--- config.mk ---
export PLATFORM = sky130hd
export DESIGN_NAME = seq_shifter
export DESIGN_NICKNAME = d
export VERILOG_FILES = /design/src/rtl/shifter_pkg.sv /design/src/rtl/shift_step.sv /design/src/rtl/seq_shifter.sv
export SDC_FILE = /design/constraint.sdc
export NUM_CORES = 1
export LEC_CHECK = 0
export ABC_AREA = 0
export CAP_MARGIN = 20
export CORE_UTILIZATION = 45
export CTS_CLUSTER_DIAMETER = 30
export DETAILED_ROUTE_END_ITERATION = 12
export GPL_TIMING_DRIVEN = 0
export HOLD_SLACK_MARGIN = 0.03
export PLACE_DENSITY = 0.77
export REMOVE_ABC_BUFFERS = 1
export SLEW_MARGIN = 0
export SYNTH_ARGS = -nofsm -noshare
export SYNTH_HDL_FRONTEND = slang
export SYNTH_SLANG_ARGS = --single-unit
--- constraint.sdc ---
create_clock -name clk -period 2.3 [get_ports clk]
set_input_delay 0.345 -clock clk [delete_from_list [all_inputs] [get_ports clk]]
set_output_delay 0.345 -clock clk [all_outputs]
set_load 0.1 [all_outputs]
--- src/rtl/shifter_pkg.sv ---
// Shared types for the multi-cycle shifter: operation encoding and controller states.
package shifter_pkg;
   typedef enum logic [1:0] {
      SH_ROR = 2'b00,
      SH_LSL = 2'b01,
      SH_LSR = 2'b10,
      SH_ASR = 2'b11
   } shift_op_t;

   typedef enum logic [1:0] {
      IDLE  = 2'd0,
      SHIFT = 2'd1,
      DONE  = 2'd2
   } sh_state_t;
endpackage

--- src/rtl/shift_step.sv ---
// One combinational shift step of up to STEP positions, with the last bit shifted out.
module shift_step
   import shifter_pkg::*;
#(
   parameter int WIDTH = 16,
   parameter int STEP  = 1,
   parameter int AMT_W = $clog2(WIDTH)
) (
   input  logic [WIDTH-1:0] value,
   input  shift_op_t        op,
   input  logic [AMT_W-1:0] k,
   output logic [WIDTH-1:0] shifted,
   output logic             carry
);
   logic [AMT_W-1:0] kk;
   logic [AMT_W:0]   hi_amt;
   logic [WIDTH-1:0] lo_bits;
   logic [WIDTH-1:0] hi_bits;

   always_comb begin
      kk      = (k > AMT_W'(STEP)) ? AMT_W'(STEP) : k;
      hi_amt  = (AMT_W+1)'(WIDTH) - {1'b0, kk};
      // bit 0 of these holds working[k-1] and working[WIDTH-k] respectively
      lo_bits = value >> (kk - 1'b1);
      hi_bits = value >> hi_amt;
      shifted = value;
      carry   = 1'b0;
      if (kk != '0) begin
         case (op)
            SH_LSL: begin
               shifted = value << kk;
               carry   = hi_bits[0];
            end
            SH_LSR: begin
               shifted = value >> kk;
               carry   = lo_bits[0];
            end
            SH_ASR: begin
               shifted = WIDTH'($signed(value) >>> kk);
               carry   = lo_bits[0];
            end
            default: begin
               shifted = (value >> kk) | (value << hi_amt);
               carry   = lo_bits[0];
            end
         endcase
      end
   end
endmodule

--- src/rtl/seq_shifter.sv ---
// Multi-cycle valid/ready shifter (ROR/LSL/LSR/ASR), STEP positions per cycle.
// Define SHIFTER_CARRY_EN to add the out_carry port and its carry register.
module seq_shifter
   import shifter_pkg::*;
#(
   parameter int WIDTH = 16,
   parameter int AMT_W = $clog2(WIDTH),
   parameter int STEP  = 1
) (
   input  logic             clk,
   input  logic             reset,
   input  logic             in_valid,
   output logic             in_ready,
   input  logic [WIDTH-1:0] in_data,
   input  logic [1:0]       in_op,
   input  logic [AMT_W-1:0] in_amt,
   output logic             out_valid,
   input  logic             out_ready,
`ifdef SHIFTER_CARRY_EN
   output logic             out_carry,
`endif
   output logic [WIDTH-1:0] out_data
);
   sh_state_t        state_q, state_d;
   logic [WIDTH-1:0] work_q, work_d;
   shift_op_t        op_q, op_d;
   logic [AMT_W-1:0] rem_q, rem_d;
   logic [AMT_W-1:0] k;
   logic [WIDTH-1:0] step_val;
`ifdef SHIFTER_CARRY_EN
   logic             carry_q, carry_d;
   logic             step_carry;
`else
   logic             carry_unused;
`endif

   assign k = (rem_q > AMT_W'(STEP)) ? AMT_W'(STEP) : rem_q;

   shift_step #(.WIDTH(WIDTH), .STEP(STEP), .AMT_W(AMT_W)) u_step (
      .value   (work_q),
      .op      (op_q),
      .k       (rem_q),
      .shifted (step_val),
`ifdef SHIFTER_CARRY_EN
      .carry   (step_carry)
`else
      .carry   (carry_unused)
`endif
   );

   always_comb begin
      state_d = state_q;
      work_d  = work_q;
      op_d    = op_q;
      rem_d   = rem_q;
`ifdef SHIFTER_CARRY_EN
      carry_d = carry_q;
`endif
      case (state_q)
         IDLE: if (in_valid) begin
            work_d  = in_data;
            op_d    = shift_op_t'(in_op);
            rem_d   = in_amt;
`ifdef SHIFTER_CARRY_EN
            carry_d = 1'b0;
`endif
            state_d = (in_amt == '0) ? DONE : SHIFT;
         end
         SHIFT: begin
            work_d  = step_val;
`ifdef SHIFTER_CARRY_EN
            carry_d = step_carry;
`endif
            rem_d   = rem_q - k;
            if (rem_q == k) state_d = DONE;
         end
         DONE: if (out_ready) state_d = IDLE;
         default: state_d = IDLE;
      endcase
   end

   always_ff @(posedge clk) begin
      if (reset) begin
         state_q <= IDLE;
         work_q  <= '0;
         op_q    <= SH_ROR;
         rem_q   <= '0;
`ifdef SHIFTER_CARRY_EN
         carry_q <= 1'b0;
`endif
      end else begin
         state_q <= state_d;
         work_q  <= work_d;
         op_q    <= op_d;
         rem_q   <= rem_d;
`ifdef SHIFTER_CARRY_EN
         carry_q <= carry_d;
`endif
      end
   end

   assign in_ready  = (state_q == IDLE);
   assign out_valid = (state_q == DONE);
   assign out_data  = work_q;
`ifdef SHIFTER_CARRY_EN
   assign out_carry = carry_q;
`endif
endmodule

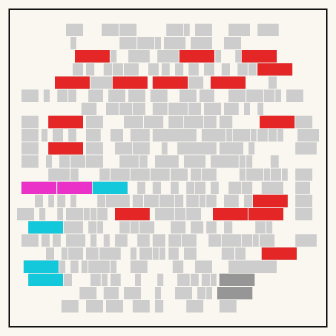
(images/registers.png)
Other sequential cells in the stronger gray, the rest of the logic in the fainter gray.
Key: red = `out_data` [placed flops 16]; magenta = `op_q` [placed flops 2]; cyan = `rem_q` [placed flops 4, where bottom left]

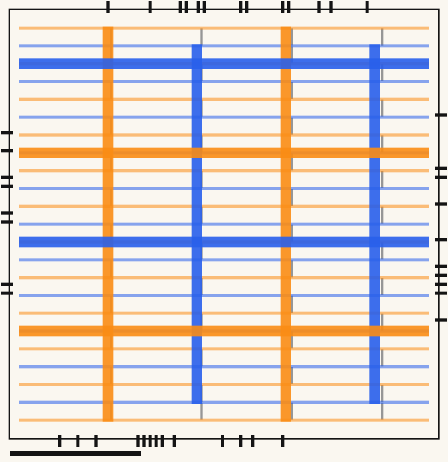
(images/pdn.png)
Bar = 20 um. Pins as bars on the die edge. Tap cells in gray.
Key: orange = VSS; blue = VDD
4 straps on met4. The core has 22 rows. 23 met1 rails follow the rows. 44 signal pins sit on the boundary.

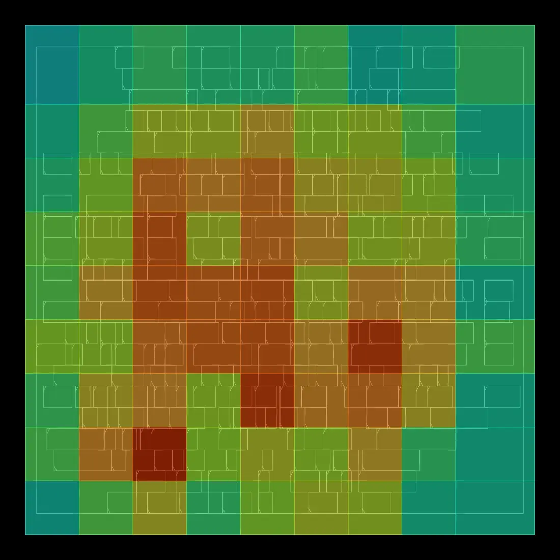
(images/final_congestion.png)
met1 usage: 33.7%
met2 Use GR: 35.7%
Layout Utilization: 63.2%

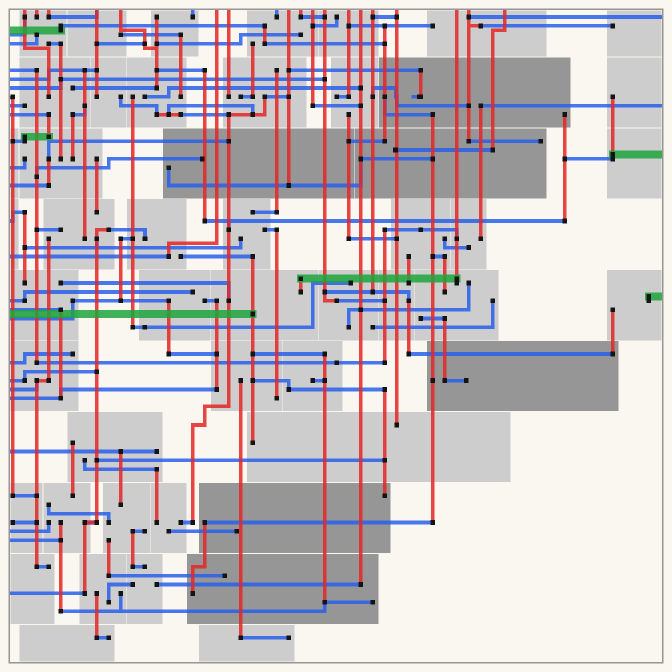
(images/zoom.png)
Region (36, 4) to (61, 29) um. Cells in gray, sequential cells in the stronger gray; small squares are vias.
Key: green = met3; blue = met1; red = met2
Most frequent: dfxtp_1 (6), clkdlybuf4s50_1 (4). 44 logic cells have their middle in the window. Sequential cells in the window: 6. Netlist names of flops here include `out_data` (4), `state_q` (2).

## power by group through the flow
| stage | Clock [mW] | Combinational [mW] | Sequential [mW] |
|---|---|---|---|
| 3_3_place_gp | 0 | 2.52 | 0.848 |
| 6_report | 0.286 | 2.71 | 0.859 |
| 5_1_grt | 0.314 | 2.86 | 0.897 |
| 3_5_place_dp | 0 | 2.55 | 0.850 |
| 4_1_cts | 0.294 | 2.62 | 0.851 |
| 2_1_floorplan | 0 | 1.22 | 1.58 |
## sequential cells by signal (all words and copies together), names as in the netlist
register and flops:
out_data 16, rem_q 4, op_q 2, state_q 2
## synthesized netlist by cell type (all sizes together), types with 4 or more instances
library cell and instances:
nand2 33, dfxtp 24, a31oi 16, clkbuf 15
o21ai 14, a211oi 12, mux2i 12, a211o 10
mux2 10, a21oi 9, nor2 9, nor3 9
buf 6, nand2b 6, inv 4, nand3 4
nand3b 4
## worst max-delay path by stage
stage                            from           end  slack (ns)  depth (start not counted)
after global placement       rem_q[2]  out_data[14]       -1.68                          7
after CTS                 out_data[0]   out_data[0]       0.004                          1
after global routing         rem_q[0]   out_data[5]       -0.06                          7
final                     out_data[9]   out_data[9]        0.07                          1
after floorplan              rem_q[2]  out_data[14]       -0.87                          7
after detailed placement     rem_q[3]   out_data[4]       -0.79                          7
## metal layers
layer	share of wire, %	vias up	global-route usage [%]
li1	-	935	-
met1	48	847	33.7
met2	46	48	35.7
met3	4.6	2	3.82
met4	0.67	0	5.43
met5	0	-	0
## kinds of logic (layout without fill, tap and decap cells)
logic type,after synthesis,in the layout,share of synthesized area (%)
AOI/OAI and AO/OA,79,79,30.5
and+or+nand+nor,74,75,19.6
buffers and inverters,26,55,6.80
DFF,24,24,26.6
muxes,23,23,14.1
adders and majority gates,3,3,2.08
other,1,1,0.208
## through the flow
| stage | std cells | utilization (%) | worst slack (ns) | area, um^2 | power (mW) |
|---|---|---|---|---|---|
| finish | 308 | 63.2 | 0.0652 | 2370 | 3.85 |
| floorplan | 209 | - | -0.872 | 1710 | 2.81 |
| global placement | 300 | 58.9 | -1.68 | 2200 | 3.37 |
| global route | 308 | 63.2 | -0.0605 | 2370 | 4.08 |
| CTS | 307 | 61.7 | 0.00393 | 2310 | 3.77 |
| detailed placement | 301 | 59.3 | -0.792 | 2220 | 3.40 |
## final cells by class
| class | instances | area, um^2 | area share, % |
|---|---|---|---|
| clock buffers | 4 | 55.1 | 2.33 |
| inverters | 5 | 31.3 | 1.32 |
| multi-input cells | 181 | 1250 | 52.6 |
| flip-flops and latches | 24 | 480 | 20.3 |
| well taps | 48 | 60.1 | 2.54 |
| repair buffers | 46 | 494 | 20.9 |
## what timing repair did
| item | in CTS | in global routing |
|---|---|---|
| gates resized | 8 | 14 |
| gates cloned | 1 | 0 |
| endpoints found under the hold margin | 0 | 0 |
| setup endpoints to repair | 19 | 17 |
| pin swaps | 1 | 0 |
| buffers inserted | 1 | 0 |
==> impl_metrics.tcl <==
# place-and-route summary
set metrics [dict create \
    power.leakage_nw 1.05 \
    finalCriticalPeriod_ns 2.23 \
    final_cell_mix "nand2_1, clkdlybuf4s50_1, dfxtp_1, a31oi_1, o21ai_0" \
    avgSynthCellArea_um2 7.84 \
    r2r_start "rem_q[0]" \
    ff_type "dfxtp_1" \
    ys_cells 230 \
    path_buffers 1 \
    slowest_delay_ns 1.17 \
    power.share.clock_pct 7.4 \
    cts_sinks 24 \
    max_freq_mhz 447 \
    core_um2 3740 \
    floorplan.core_util_pct 48.2 \
    critical-path-top-delay-family "buffers and inverters" \
    grt_max_degree 29 \
    ys_seq_share_pct 26.6 \
    status "finished clean" \
    ff2ff_path_depth 7 \
    firstDrtPassIters 4 \
    slew_headroom_pct 35.0 \
    nFillCells 352 \
    swShare_pct 57.4 \
    dp.final_hpwl_um 3060 \
    grt-ovfl-total 0 \
    r2r-end "out_data[4]" \
    antenna_found_initial 0 \
    whs_endpoint "op_q[0]" \
    ant_nets 0 \
    clkSlewWorstSetupHoldPaths_ns 0.08 \
    post-route-period-util_pct 97.2 \
    top_cells_by_area "dfxtp_1, nand2_1, mux2i_1" \
    io_pins 44 \
    wire_per_inst_um 15.6 \
    power_frac_comb_pct 70.3 \
    netlist_area_um2 1800 \
    hold_buffers 0 \
    end_kind "primary output" \
    die_h_um 65.3 \
    rsz0062_at_grt "yes" \
    powerDensity_nw_per_um2 1630 \
    gp_congestion 0.891 \
    cts_tree "done" \
    h-tree-depth 1 \
    numCtsBuffers 3 \
    cts_root_buf "clkbuf_8" \
]
No activity file was given, so power comes from the tool's default toggle rates.
